==> config.mk <==
export PLATFORM = sky130hd
export DESIGN_NAME = axi_rd_arbiter
export DESIGN_NICKNAME = d
export VERILOG_FILES = /design/src/rtl/axi_rd_arbiter.sv
export SDC_FILE = /design/constraint.sdc
export NUM_CORES = 1
export LEC_CHECK = 0
export ABC_AREA = 0
export ABC_CLOCK_PERIOD_IN_PS = 4100
export CORE_MARGIN = 1
export CORE_UTILIZATION = 37
export CTS_CLUSTER_DIAMETER = 80
export CTS_CLUSTER_SIZE = 16
export DETAILED_ROUTE_END_ITERATION = 10
export PLACE_DENSITY = 0.95
export SLEW_MARGIN = 30
export SYNTH_ARGS = -nofsm -noshare
export SYNTH_HDL_FRONTEND = slang
export SYNTH_SLANG_ARGS = --single-unit
==> constraint.sdc <==
create_clock -name clk -period 4.1 [get_ports clk]
set_input_delay 0.615 -clock clk [delete_from_list [all_inputs] [get_ports clk]]
set_output_delay 0.615 -clock clk [all_outputs]
set_load 0.02 [all_outputs]
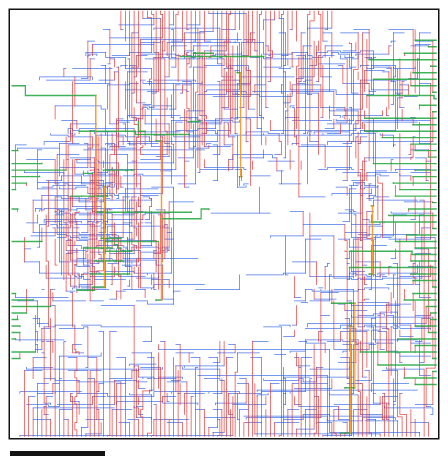
*Routed metal, one colour a layer*
The bar under the picture is 20 um long.
legend:
  green:
    layer: M3
    wire_length: 598 um
  red:
    layer: M2
    wire_length: 4990 um
  orange:
    layer: M4
    wire_length: 155 um
  blue:
    layer: M1
    wire_length: 3760 um
global-route usage over all layers: 0.2255
DR vias: 2926
final WL: 9507 um
routed wirelength normalized by instance count: 16.17 um

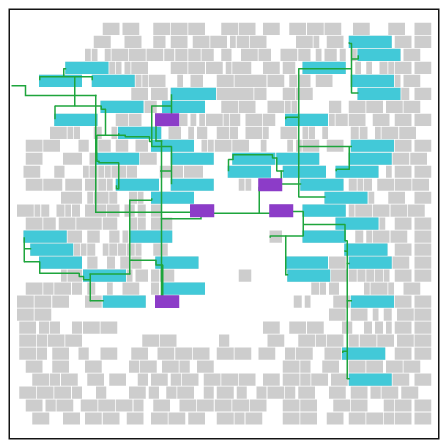
*Clock wires, drivers and flops*
legend:
  purple:
    item: clock-net drivers
    count: 5
  cyan:
    item: flip-flops
    count: 47
  green:
    item: clock wires
    length: 490 um
routed clock nets: 6
clock group share of total power: 0.115
Clock Power: 0.000288 W
Worst-Skew Late Latency: 0.29 ns
final clock skew: 0.01025 ns

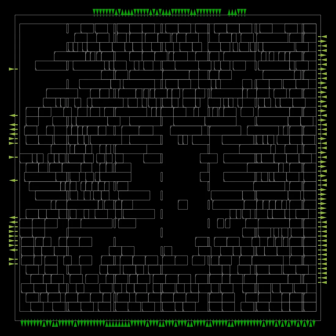
*Cell outlines without signal wires*
Seq/total area: 0.2410
core box area: 7331 sq um
tap cell count: 99

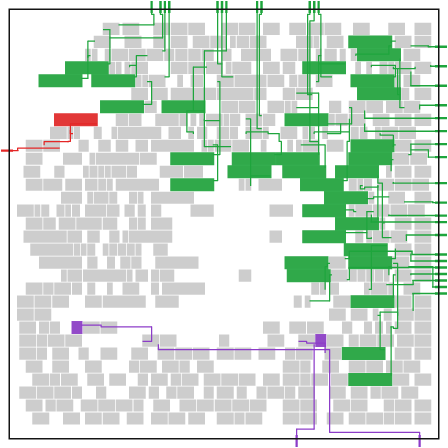
*Port wiring*
legend:
  green:
    port: `m_araddr`
    bits: 32
    direction: output
    edge: 20 right, 12 top
    end_cells: 32
    buffers: 32
    wire: 812 um
  purple:
    port: `i_rresp`
    bits: 2
    direction: output
    edge: bottom
    end_cells: 2
    buffers: 2
    wire: 125 um
  red:
    port: `m_arvalid`
    bits: 1
    direction: output
    edge: left
    end_cells: 1
    buffers: 1
    wire: 27.0 um
num ports: 214
IO buf count: 213

==> run summary <==
Status of the implementation.

- The number of warnings issued by yosys is 0, for reference.
- The post-placement cell count is 580, for reference.
- The number of hold violations in the final report is 0, for reference.
- Per the layout area report, the combinational gate area comes to 1301 sq um.
- Summed over all nets, wire length on met3 after detailed routing comes to 597 um.
- The final layout reports a setup TNS of 0 ns.
- At the pin with the least slew margin, the transition time is 0.8735 ns.
- The area share of the leading cell type in the synthesized netlist is 0.4051, for reference.
- Hold is met by 0.2920 ns.
- The deepest clock path buffer count is 2, for reference.
- Dividing the detail-routed via count by the number of cells gives 4.976.
- The length of routed met2 wiring is 4991 um, for reference.
- Of the synthesized area, sequential elements account for 0.4144.
- The number of nets still failing antenna checks after routing is 0, for reference.
- Setup repair after global routing left no endpoint under its margin.
- The async set-or-reset flop fraction in the synthesized netlist is 1.000, for reference.
- The flow ran to the end, and the final reports show no timing, DRC or antenna violations.
- Per the log, the first TritonRoute iteration ended with a DRC count of 159.
- The total of max-cap violations is 0, for reference.
- Counting every net in the synthesized netlist gives 421.
- The number of antenna diodes in the final layout is 0.
- Clock tree synthesis selected as its root buffer the cell sky130_fd_sc_hd__clkbuf_8.
- The share of synthesized cell area in and-or and or-and compound cells is 0.1431, for reference.
power by group:
| part | total [W] | switching (W) | internal [W] |
|---|---|---|---|
| combinational | 0.00137 | 0.000720 | 0.000653 |
| clock | 0.000288 | 0.000150 | 0.000138 |
| sequential | 0.000848 | 0.000179 | 0.000669 |
| total | 0.00251 | 0.00105 | 0.00146 |
per-layer routing:
metal / vias to the layer above / GRT usage
li1: 1396 / -
met1: 1392 / 0.2776
met2: 122 / 0.4070
met3: 16 / 0.03382
met4: 0 / 0.06782
met5: - / 0
critical path: stages:
cell	delay [ns]
sky130_fd_sc_hd__clkdlybuf4s50_1	0.59
sky130_fd_sc_hd__inv_1	0.14
sky130_fd_sc_hd__a31oi_2	0.14
sky130_fd_sc_hd__buf_4	0.29
sky130_fd_sc_hd__and2_1	0.23
sky130_fd_sc_hd__clkdlybuf4s50_1	0.65
cell families (layout without fill, tap and decap cells):
| group | Yosys count | after routing |
|---|---|---|
| compound gates | 60 | 60 |
| simple gates | 129 | 129 |
| buf+inv | 56 | 231 |
| mux | 21 | 21 |
| flops | 47 | 47 |
| fa+ha+maj | 1 | 1 |
area by class of cell:
class / count / share of cell area
clock buffer: 6 / 0.01691
clock inverter: 2 / 0.003330
inverter: 5 / 0.003842
multi-input combinational: 211 / 0.2664
sequential: 47 / 0.2410
tap: 99 / 0.02536
timing repair buffer: 218 / 0.4431
metrics by stage:
stage          worst slack [ns]  instance area, sq um    util
4_1_cts                  0.8527                  4885  0.6663
3_3_place_gp             0.9077                  4786  0.6528
3_5_place_dp             0.8614                  4786  0.6528
5_1_grt                  0.7349                  4885  0.6663
6_report                 0.8000                  4885  0.6663
2_1_floorplan             1.645                  2841       -
cells in the final DEF (no fill, tap or decap), types with 3 or more instances in the layout:
cell type / netlist / routed
sky130_fd_sc_hd__inv_1: 5 / 5
sky130_fd_sc_hd__nor2_1: 3 / 3
sky130_fd_sc_hd__mux2i_1: 19 / 19
sky130_fd_sc_hd__dfrtp_1: 46 / 46
sky130_fd_sc_hd__nand2_1: 63 / 63
sky130_fd_sc_hd__a21oi_1: 6 / 6
sky130_fd_sc_hd__and2_1: 34 / 34
sky130_fd_sc_hd__a22oi_1: 16 / 16
sky130_fd_sc_hd__o21ai_1: 17 / 17
sky130_fd_sc_hd__nand3_1: 9 / 9
sky130_fd_sc_hd__and3_1: 3 / 3
sky130_fd_sc_hd__nand4_1: 3 / 3
sky130_fd_sc_hd__clkdlybuf4s50_1: 0 / 212
sky130_fd_sc_hd__clkbuf_8: 0 / 6
sky130_fd_sc_hd__o21ai_0: 3 / 3
sky130_fd_sc_hd__buf_4: 34 / 5
No activity file was given, so power comes from the tool's default toggle rates.
